**src/rtl/string_pkg.sv**
```systemverilog
// -----------------------------------------------------------------------------
// string_pkg
// Shared definitions for the WS2812B-format string decoder and string driver.
// Contents:
//   state_t    - line-tracking FSM states (SYNC, BLANK, HIGH, LOW)
//   *_NS       - nominal line timings in nanoseconds
//   get_count  - converts a duration in ns to a clock count, rounding up
// -----------------------------------------------------------------------------
package string_pkg;

  typedef enum logic [1:0] {
    ST_SYNC  = 2'd0,
    ST_BLANK = 2'd1,
    ST_HIGH  = 2'd2,
    ST_LOW   = 2'd3
  } state_t;

  // Nominal WS2812B bit timings.
  localparam int T0H_NS = 400;
  localparam int T1H_NS = 800;
  localparam int T0L_NS = 850;
  localparam int T1L_NS = 450;
  // Blank period a driver emits between frames.
  localparam int T_BLANK_NS = 50000;
  // Decoder limits: bit threshold, longest legal high, shortest blank.
  localparam int T_THRESH_NS   = 600;
  localparam int T_MAX_HIGH_NS = 2000;
  localparam int T_RESET_NS    = 40000;

  // Number of whole clock periods needed to cover t_ns (ceil division).
  function automatic int get_count(input int t_ns, input int period_ns);
    return (t_ns + period_ns - 1) / period_ns;
  endfunction

endpackage

```
**src/rtl/bit_sync.sv**
```systemverilog
// -----------------------------------------------------------------------------
// bit_sync
// Two-flop synchronizer for a single asynchronous input bit.
// Parameters:
//   RESET_VAL - value both flops take while rst is high
// Ports:
//   clk  in  clock
//   rst  in  synchronous active-high reset
//   i_d  in  asynchronous input
//   o_q  out synchronized output (two clk edges of latency)
// -----------------------------------------------------------------------------
module bit_sync #(
  parameter logic RESET_VAL = 1'b1
) (
  input  logic clk,
  input  logic rst,
  input  logic i_d,
  output logic o_q
);

  logic r_meta;
  logic r_sync;

  always_ff @(posedge clk) begin
    if (rst) begin
      r_meta <= RESET_VAL;
      r_sync <= RESET_VAL;
    end else begin
      r_meta <= i_d;
      r_sync <= r_meta;
    end
  end

  assign o_q = r_sync;

endmodule

```
**src/rtl/string_decoder.sv**
```systemverilog
// -----------------------------------------------------------------------------
// string_decoder
// Decodes a WS2812B-format serial line into 24-bit pixels by measuring the
// length of each high pulse with a single run-length counter.
// Parameters:
//   CLK_PERIOD_NS - clock period in ns; all timing counts derive from it
// Ports:
//   clk              in  system clock, rising edge
//   rst              in  synchronous active-high reset
//   sdi              in  serial line, asynchronous to clk, idles high
//   pixel_data       out last decoded pixel (first bit on the line is MSB)
//   pixel_data_valid out one-cycle pulse when pixel_data updates
//   h_blank          out one-cycle pulse per detected blank (long low)
//   err              out one-cycle pulse on protocol error
//   sdo              out regenerated downstream line (STRING_DECODER_FWD_EN only)
// Build option:
//   STRING_DECODER_FWD_EN - decode only the first pixel after each blank and
//   forward the rest of the frame on sdo.
// -----------------------------------------------------------------------------
module string_decoder
  import string_pkg::*;
#(
  parameter int CLK_PERIOD_NS = 100
) (
  input  logic        clk,
  input  logic        rst,
  input  logic        sdi,
  output logic [23:0] pixel_data,
  output logic        pixel_data_valid,
  output logic        h_blank,
  output logic        err
`ifdef STRING_DECODER_FWD_EN
  ,
  output logic        sdo
`endif
);

  localparam logic [15:0] K_THRESH   = 16'(get_count(T_THRESH_NS, CLK_PERIOD_NS));
  localparam logic [15:0] K_MAX_HIGH = 16'(get_count(T_MAX_HIGH_NS, CLK_PERIOD_NS));
  localparam logic [15:0] K_RESET    = 16'(get_count(T_RESET_NS, CLK_PERIOD_NS));

  logic        w_sdi_s;
  logic        r_sdi_d;
  logic        w_edge;
  logic        w_rise;
  logic        w_fall;
  logic [15:0] w_len;
  logic        w_bit;
  logic        w_hi_to;
  logic        w_lo_to;
  logic        w_decode;
  logic [23:0] w_shift_next;

  state_t      r_state;
  logic [15:0] r_cnt;
  logic [4:0]  r_bits;
  logic [23:0] r_shift;
  logic [23:0] r_pixel;
  logic        r_valid;
  logic        r_blank;
  logic        r_err;

  bit_sync #(
    .RESET_VAL (1'b1)
  ) u_sync (
    .clk (clk),
    .rst (rst),
    .i_d (sdi),
    .o_q (w_sdi_s)
  );

  assign w_edge = w_sdi_s ^ r_sdi_d;
  assign w_rise = w_edge & w_sdi_s;
  assign w_fall = w_edge & ~w_sdi_s;

  // r_cnt is cleared on the edge cycle, so the run just completed (or the run
  // in progress, counted up to the previous cycle) is r_cnt + 1.
  assign w_len   = r_cnt + 16'd1;
  assign w_bit   = (w_len >= K_THRESH);
  assign w_hi_to = (w_len >= K_MAX_HIGH);
  // A blank is only recognised when no edge arrives in the same cycle.
  assign w_lo_to = ~w_edge & ~w_sdi_s & (w_len >= K_RESET);

  assign w_shift_next = {r_shift[22:0], w_bit};

`ifdef STRING_DECODER_FWD_EN
  logic r_done;   // first pixel after the blank has been consumed
  logic r_fwd;    // line is being regenerated on sdo
  logic r_sdo;

  assign w_decode = ~r_done;
  assign sdo      = r_sdo;

  // Forwarding starts on the rising edge that follows the consumed pixel, so
  // the tail low of its last bit is swallowed rather than passed downstream.
  always_ff @(posedge clk) begin
    if (rst) begin
      r_sdo <= 1'b1;
    end else begin
      r_sdo <= r_fwd ? w_sdi_s : 1'b1;
    end
  end
`else
  assign w_decode = 1'b1;
`endif

  always_ff @(posedge clk) begin
    if (rst) begin
      r_sdi_d <= 1'b1;
      r_cnt   <= 16'd0;
    end else begin
      r_sdi_d <= w_sdi_s;
      if (w_edge) begin
        r_cnt <= 16'd0;
      end else if (r_cnt != K_RESET) begin
        r_cnt <= r_cnt + 16'd1;
      end
    end
  end

  always_ff @(posedge clk) begin
    if (rst) begin
      r_state <= ST_SYNC;
      r_bits  <= 5'd0;
      r_shift <= 24'd0;
      r_pixel <= 24'd0;
      r_valid <= 1'b0;
      r_blank <= 1'b0;
      r_err   <= 1'b0;
`ifdef STRING_DECODER_FWD_EN
      r_done  <= 1'b0;
      r_fwd   <= 1'b0;
`endif
    end else begin
      r_valid <= 1'b0;
      r_blank <= 1'b0;
      r_err   <= 1'b0;
      case (r_state)
        ST_SYNC: begin
          if (w_lo_to) begin
            r_state <= ST_BLANK;
            r_blank <= 1'b1;
          end
        end
        ST_BLANK: begin
          if (w_rise) begin
            r_state <= ST_HIGH;
`ifdef STRING_DECODER_FWD_EN
            r_done  <= 1'b0;
            r_fwd   <= 1'b0;
`endif
          end
        end
        ST_HIGH: begin
          if (w_hi_to) begin
            // Stuck-high line: drop the partial pixel and resynchronise.
            r_state <= ST_SYNC;
            r_err   <= 1'b1;
            r_bits  <= 5'd0;
            r_shift <= 24'd0;
          end else if (w_fall) begin
            r_state <= ST_LOW;
            if (w_decode) begin
              r_shift <= w_shift_next;
              if (r_bits == 5'd23) begin
                r_pixel <= w_shift_next;
                r_valid <= 1'b1;
                r_bits  <= 5'd0;
`ifdef STRING_DECODER_FWD_EN
                r_done  <= 1'b1;
`endif
              end else begin
                r_bits <= r_bits + 5'd1;
              end
            end
          end
        end
        ST_LOW: begin
          if (w_rise) begin
            r_state <= ST_HIGH;
`ifdef STRING_DECODER_FWD_EN
            if (r_done) begin
              r_fwd <= 1'b1;
            end
`endif
          end else if (w_lo_to) begin
            r_state <= ST_BLANK;
            r_blank <= 1'b1;
            r_err   <= (r_bits != 5'd0);
            r_bits  <= 5'd0;
            r_shift <= 24'd0;
          end
        end
        default: begin
          r_state <= ST_SYNC;
        end
      endcase
    end
  end

  assign pixel_data       = r_pixel;
  assign pixel_data_valid = r_valid;
  assign h_blank          = r_blank;
  assign err              = r_err;

endmodule

```
**config.mk**
```make
export PLATFORM = sky130hd
export DESIGN_NAME = string_decoder
export DESIGN_NICKNAME = d
export VERILOG_FILES = /design/src/rtl/string_pkg.sv /design/src/rtl/bit_sync.sv /design/src/rtl/string_decoder.sv
export SDC_FILE = /design/constraint.sdc
export NUM_CORES = 1
export LEC_CHECK = 0
export ABC_AREA = 1
export CAP_MARGIN = 20
export CORE_ASPECT_RATIO = 0.9
export CORE_MARGIN = 2
export CORE_UTILIZATION = 40
export CTS_BUF_LIST = sky130_fd_sc_hd__clkbuf_4 sky130_fd_sc_hd__clkbuf_8
export DETAILED_ROUTE_END_ITERATION = 12
export SYNTH_ARGS = -nofsm -noshare
export SYNTH_HDL_FRONTEND = slang
export SYNTH_SLANG_ARGS = --single-unit
```
**constraint.sdc**
```tcl
create_clock -name clk -period 3.5 [get_ports clk]
set_input_delay 0.35 -clock clk [delete_from_list [all_inputs] [get_ports clk]]
set_output_delay 0.35 -clock clk [all_outputs]
set_load 0.05 [all_outputs]
```
io_fan.png
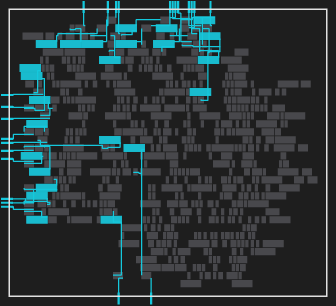
Cyan shows `pixel_data`, bits 24, direction output, edge 12 north, 10 west, 2 south, end cells 24, buffers 24, wire 615 um.

layer_met1.png
Supply wires on this layer in gray.
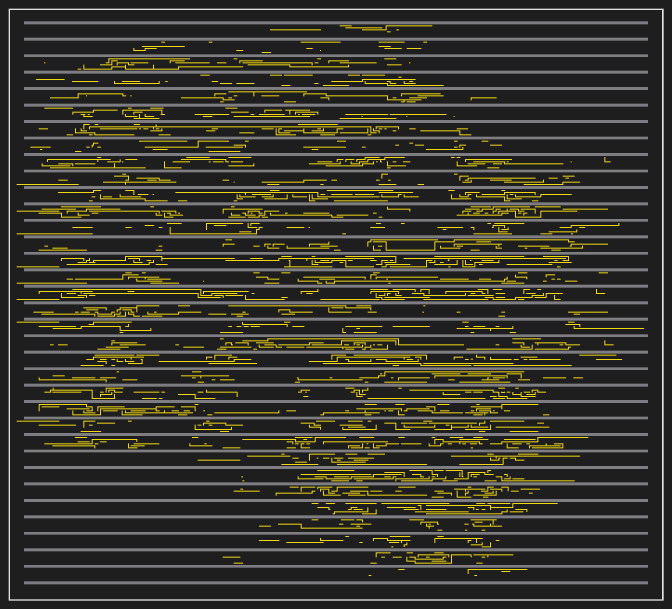
The wires run mostly horizontal. The layer holds 49% of the routed length.

==> results.yml <==
# generated from flow reports
synth:
  topCellsByArea: "dfxtp_1, nand2_1, inv_1"
  ys_cells: 522
  top_cell: "nand2_1"
  avgSynthCellArea_um2: 7.41
  yosysTopAreaCell: "dfxtp_1"
grt:
  antenna_found_initial: 0
  grt_pass1_wl_um: 13500
min_path:
  hold_end: "u_sync.o_q"
  min_from: "u_sync.r_meta"
cts:
  htreeDepth: 3
  clock_path_buffers: 2
  root_buffer: "clkbuf_8"
power:
  p_per_area_nw_per_um2: 512
  pwr-share-seq_pct: 48.5
  switching_share_pct: 33.8
setup_path:
  critPathKind: "register to register"
  startpoint_type: "register"
  crit_fanout: 46
  slowest_stage: "nor2_8"
  endpoint_kind: "register"
layout:
  diodes: 0
die:
  chipHeight_um: 97.3
  die_x_um: 108
outcome:
  status: "finished, final reports clean"
cell_density.png
11 x 10 tiles, from white (low) to dark blue (high), 0 to 100% covered.
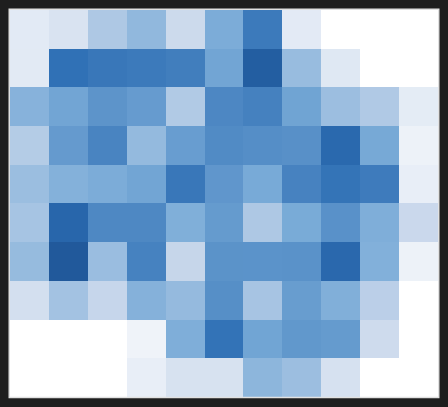
4.5% of the tiles are over 75% full. The fullest tile reaches 83%. 14% of the tiles are nearly empty. The mean over all tiles is 40%. The emptiest ninth of the die: south-west.
initial cell density of the core: 40.6%
Core Region: 9530 um^2
Finished Core Util: 45.7%

## logic make-up after synthesis
| kind of cell | Yosys count | share of synthesized area [%] |
|---|---|---|
| xor gates and xnor gates | 2 | 0.453 |
| DFF | 76 | 39.3 |
| buffers and inverters | 90 | 11.1 |
| AOI/OAI and AO/OA | 89 | 13.9 |
| adders and majority gates | 13 | 4.20 |
| and+or+nand+nor | 252 | 31.0 |
## sequential cells by signal, indices dropped and copies added, names as in the netlist
name              count
err                   1
h_blank               1
pixel_data           24
pixel_data_valid      1
r_bits                5
r_cnt                16
r_sdi_d               1
r_shift              23
r_state               2
u_sync.o_q            1
u_sync.r_meta         1
## power by group through the flow
stage / Sequential [mW] / Clock, mW / Combinational [mW]
detailed placement: 1.10 / 0 / 0.547
global placement: 1.09 / 0 / 0.536
CTS: 1.08 / 0.628 / 0.550
global route: 1.10 / 0.663 / 0.634
finish: 1.08 / 0.603 / 0.545
floorplan: 1.08 / 0 / 0.478
## area by class of cell
cell class / instances / area share (%)
tap: 126 / 3.62
inverter: 72 / 6.21
clock inverter: 4 / 0.604
clock buffer: 11 / 3.34
sequential: 76 / 35.0
multi-input combinational: 356 / 44.1
timing repair buffer: 32 / 7.19
## metrics by stage
| stage | power [mW] | setup slack [ns] | hold slack, ns | utilization (%) | cells |
|---|---|---|---|---|---|
| detailed placement | 1.64 | 0.720 | 0.416 | 43.9 | 662 |
| floorplan | 1.56 | 1.39 | 0.389 | - | 522 |
| CTS | 2.26 | 0.703 | 0.443 | 45.7 | 677 |
| global placement | 1.63 | 0.822 | 0.409 | 43.9 | 662 |
| global route | 2.40 | 0.381 | 0.451 | 45.7 | 677 |
| finish | 2.23 | 0.723 | 0.430 | 45.7 | 677 |
## worst max-delay path by stage
stage,cells after the start,end,startpoint
after floorplan,14,pixel_data[10],r_cnt[0]
after global placement,13,pixel_data[4],r_cnt[0]
after detailed placement,13,pixel_data[4],r_cnt[0]
after CTS,13,pixel_data[4],r_cnt[0]
after global routing,14,pixel_data[0],r_cnt[0]
final,13,pixel_data[4],r_cnt[0]
## per-layer routing
metal  GRT usage (%)  share of wire (%)  routed length [um]  vias up
li1                -                  -                   -     1694
met4            5.92                1.5                 118        0
met1            21.7                 49                3860     1413
met3            4.90                4.9                 381        9
met5               0                  0                   0        -
met2            24.3                 44                3460       53
## layout by cell type, fill, tap and decap left out, types with 10 or more instances in the layout
cell	count
a21oi_1	33
a21oi_2	23
clkbuf_8	10
clkdlybuf4s50_1	29
dfxtp_1	76
ha_1	13
inv_1	69
nand2_1	118
nand3_1	24
nor2_1	68
o21ai_1	23
## worst max-delay path, delay by kind of cell (launching register included)
family | cells | cell delay [ns]
AND-OR/OR-AND | 1 | 0.06
adder cells (fa/ha/maj) | 1 | 0.21
buffers and inverters | 1 | 0.26
flip-flops | 1 | 0.41
AND/OR/NAND/NOR | 10 | 1.73
No activity file was given, so power comes from the tool's default toggle rates.
